===== config.mk =====
export PLATFORM = sky130hd
export DESIGN_NAME = cascade_carry_counter
export DESIGN_NICKNAME = d
export VERILOG_FILES = /design/src/rtl/cascade_carry_counter.sv
export SDC_FILE = /design/constraint.sdc
export NUM_CORES = 1
export LEC_CHECK = 0
export ABC_AREA = 1
export CORE_AREA = 2 2 39 41
export DETAILED_ROUTE_END_ITERATION = 10
export DIE_AREA = 0 0 41 43
export GPL_TIMING_DRIVEN = 0
export SLEW_MARGIN = 25
export SYNTH_ARGS = -nofsm -noshare
export SYNTH_HDL_FRONTEND = slang
export SYNTH_SLANG_ARGS = --single-unit

===== constraint.sdc =====
create_clock -name clk -period 1 [get_ports clk]
set_input_delay 0.2 -clock clk [delete_from_list [all_inputs] [get_ports clk]]
set_output_delay 0.2 -clock clk [all_outputs]
set_load 0.02 [all_outputs]

===== src/rtl/cascade_carry_counter.sv =====
// Modulo-MODULUS digit stage fed by an upstream carry pulse, with run/hold/clear control.
// Define CASCADE_SATURATE_EN to hold at MODULUS-1 instead of wrapping (carry_out then never pulses).
module cascade_carry_counter #(
    parameter int WIDTH   = 4,
    parameter int MODULUS = 10
) (
    input  logic             clk,
    input  logic             reset,
    input  logic             carry_in,
    input  logic             start,
    input  logic             stop,
    input  logic             clear,
    output logic [WIDTH-1:0] value,
    output logic             carry_out,
    output logic             running,
    output logic             overflow
);

    localparam logic [WIDTH-1:0] MAX_VAL = WIDTH'(MODULUS - 1);

    typedef enum logic [1:0] {
        ST_IDLE = 2'd0,
        ST_RUN  = 2'd1,
        ST_HOLD = 2'd2
    } state_t;

    state_t           state_q, state_d;
    logic [WIDTH-1:0] value_q, value_d;
    logic             carry_q, carry_d;
    logic             running_q, running_d;
    logic             overflow_q, overflow_d;
    logic             count_en;

    always_ff @(posedge clk) begin
        if (reset) begin
            state_q    <= ST_IDLE;
            value_q    <= '0;
            carry_q    <= 1'b0;
            running_q  <= 1'b0;
            overflow_q <= 1'b0;
        end else begin
            state_q    <= state_d;
            value_q    <= value_d;
            carry_q    <= carry_d;
            running_q  <= running_d;
            overflow_q <= overflow_d;
        end
    end

    // Command decode; stop outranks start, so both together never enter RUN.
    always_comb begin
        state_d = state_q;
        if (clear) begin
            state_d = ST_IDLE;
        end else if (stop) begin
            if (state_q == ST_RUN) begin
                state_d = ST_HOLD;
            end
        end else if (start) begin
            if (state_q == ST_IDLE || state_q == ST_HOLD) begin
                state_d = ST_RUN;
            end
        end
    end

    assign count_en = (state_q == ST_RUN) && carry_in;

    always_comb begin
        value_d    = value_q;
        carry_d    = 1'b0;
        overflow_d = overflow_q;
        running_d  = (state_d == ST_RUN);
        if (clear) begin
            value_d    = '0;
            overflow_d = 1'b0;
        end else if (count_en) begin
            if (value_q == MAX_VAL) begin
`ifdef CASCADE_SATURATE_EN
                value_d    = MAX_VAL;
`else
                value_d    = '0;
                carry_d    = 1'b1;
`endif
                overflow_d = 1'b1;
            end else begin
                value_d = value_q + 1'b1;
            end
        end
    end

    assign value     = value_q;
    assign carry_out = carry_q;
    assign running   = running_q;
    assign overflow  = overflow_q;

endmodule


layer_met3.png
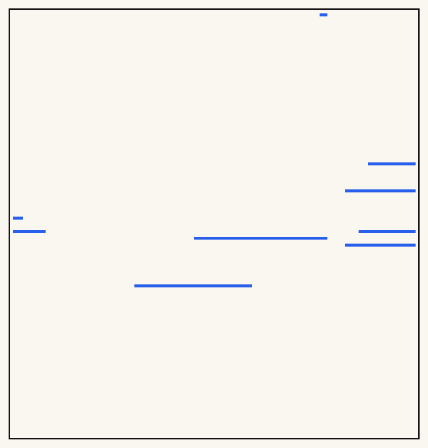
The wires run mostly horizontal. The layer carries 52.0 um of wire. The layer holds 6.8% of the routed length. 8 nets have wire on it.
total vias in the final route: 395
Post-Route WL: 769 um
M3 GR Usage: 3.141%

flops_by_reg.png
Other sequential cells in the stronger grey, the rest of the logic in the fainter grey.
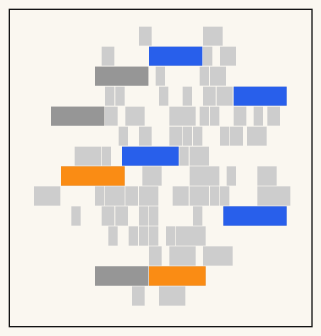
state_q: drawn in orange, placed flops 2. value: drawn in blue, placed flops 4.
Another 3 sequential cells are not coloured.
Sequential Area: 190.2 sq um
P_seq: 0.000363 W
final core occ: 41.77%
register share of the cell area: 32.90%

congestion.png
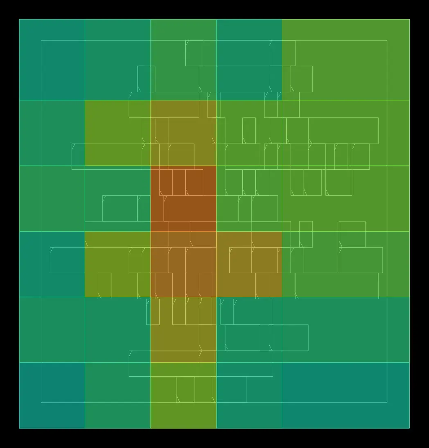
met2 usage: 10.00%
global-route usage over all layers: 9.980%
busiest layer in global routing: met1
Avg WL per Cell: 8.544 um

wires.png
Two of the layers only.
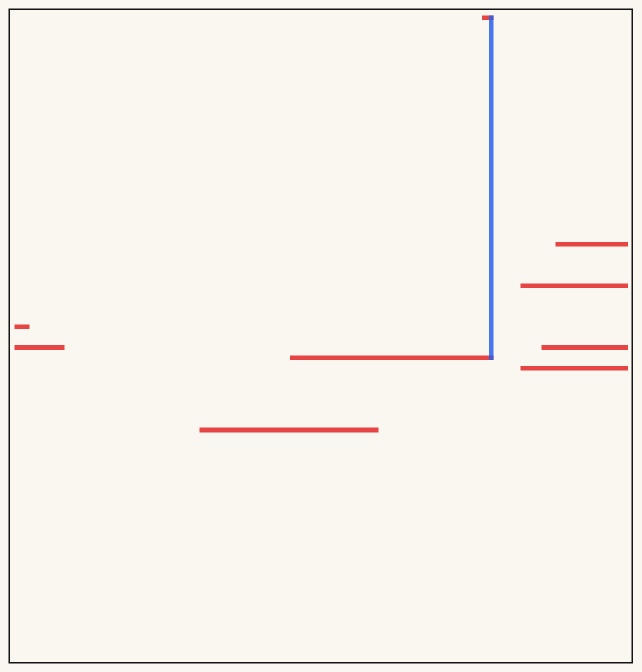
metal 3: drawn in red, wire length 52.0 um. metal 4: drawn in blue, wire length 22.4 um.

io_placement.png
Pins as bars across the die edge, other pins in grey.
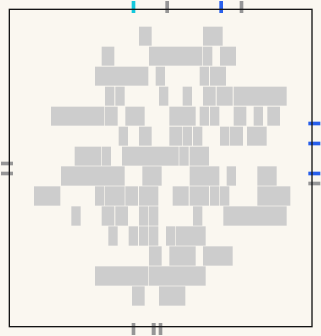
overflow: drawn in cyan, pins 1, direction output, edge top. value: drawn in blue, pins 4, direction output, edge 3 right, 1 top.
All pins by edge: 4 right, 4 top, 3 bottom, 2 left.
die width: 41 um
PortBufs: 12
die height: 43 um

==> reports/metrics.yaml <==
status:
  status: "complete, no violations"
worst_setup_path:
  crit_required_ns: 0.80
  worst-path-buf-inv: 1
  end_kind: "output port"
  r2r_slack_ns: 0.04
  path_delay_family: "flip-flops"
  crit_arrival_ns: 0.77
  slowest_stage: "dfxtp_1"
  path_class: "register to output port"
  slowest_delay_ns: 0.36
synthesis:
  syn_avg_cell_area_sq_um: 6.904
  syn-instance-count: 56
  ys.flops: 9
  synth_seq_share_pct: 46.60
timing:
  finalMaxSlewViolations: 0
  max_slew_margin_pct: 83.88
  hold_viol_final: 0
  rsz0062_at_grt: "yes"
finish:
  lay_top_count: "nand2_1"
  nFillCells: 156
  fin_nets: 81
  final_cell_mix: "nand2_1 (11), inv_1 (10), nor2_1 (7)"
route:
  drtPass1Iterations: 4
  viasPerCell: 4.389
  drc: 0
die:
  rows: 14
  die_area_sq_um: 1763
  io_pins: 13
flow_run:
  log.warning_count: 27
  maxCapViolations: 0
clock_tree:
  clock_latency_ns: 0.25
  cts_buffer_depth: 2
grt:
  grt_antenna_before_repair: 0
  grt_pass1_vias: 278
  grt_pass1_wl_um: 1117
place:
  dp_hpwl_um: 551.2
power:
  total_leakage_power_nw: 0.2657
[final timing paths]
| check | startpoint | cells past startpoint | end |
|---|---|---|---|
| min | carry_in | 4 | value[0]$_SDFFE_PP0N_ |
| max reg2reg | state_q[0]$_SDFF_PP0_ | 5 | value[2]$_SDFFE_PP0N_ |
| min reg2reg | overflow$_SDFFE_PP0P_ | 2 | overflow$_SDFFE_PP0P_ |
| max | value[3]$_SDFFE_PP0N_ | 1 | value[3] |
[flip-flops by register name (all words and copies together), names as in the netlist]
register,flops
state_q,2
carry_out,1
value,4
overflow,1
running,1
[where the power goes]
group | switching, W | leakage (nW) | internal (W)
registers | 0.00000425 | 0.0753 | 0.000359
clock network | 0.000127 | 0.0150 | 0.000154
logic | 0.0000292 | 0.175 | 0.0000313
total | 0.000161 | 0.266 | 0.000544
[per-stage QoR]
| stage | setup TNS (ns) | cells | hold slack, ns |
|---|---|---|---|
| final | 0 | 90 | 0.3927 |
| after floorplan | 0 | 56 | 0.2789 |
| after CTS | 0 | 88 | 0.4642 |
| after global routing | -0.04612 | 90 | 0.4016 |
| after detailed placement | -3.303 | 84 | 0.4625 |
| after global placement | -3.266 | 84 | 0.4530 |
[Yosys cell counts]
master,number,area (sq um)
nand2_2,1,6.260
nor2_4,1,11.26
nand2_1,13,48.80
o21ai_0,1,5.000
nand4_1,1,6.260
inv_1,10,37.54
nand3_1,5,25.02
nand3b_1,1,7.510
nor2_1,9,33.78
nor3_1,2,10.01
o21ai_1,1,5.000
a21oi_1,2,10.01
dfxtp_1,9,180.2
[kinds of logic (layout without fill, tap and decap cells)]
family                 after synthesis  in the layout  synth area share, %
and+or+nand+nor                     33             33                38.51
buffers and inverters               10             28                9.710
DFF                                  9              9                46.60
AOI/OAI and AO/OA                    4              4                5.176
[layout make-up]
type / instances / area [sq um] / area share [%]
clock buffer: 4 / 26.28 / 4.545
inverter: 10 / 37.54 / 6.494
multi-input combinational: 37 / 193.9 / 33.55
sequential: 9 / 190.2 / 32.90
tap: 16 / 20.02 / 3.463
timing repair buffer: 14 / 110.1 / 19.05
[metal layers]
layer  up-vias  part of all wire (%)  wire length [um]
met5         -                     0                 0
met4         0                   2.9                22
met3         2                   6.8                52
met2        11                    42               323
li1        214                     -                 -
met1       168                    48               371
[repair_timing]
action                     4_1_cts  5_1_grt
hold endpoints to repair         0        0
pin swaps                        0        3
gates resized                   34       11
setup endpoints to repair       13        7
hold buffers                     0        0
setup buffers                    0        2
Power is estimated from default activity; no workload was simulated.
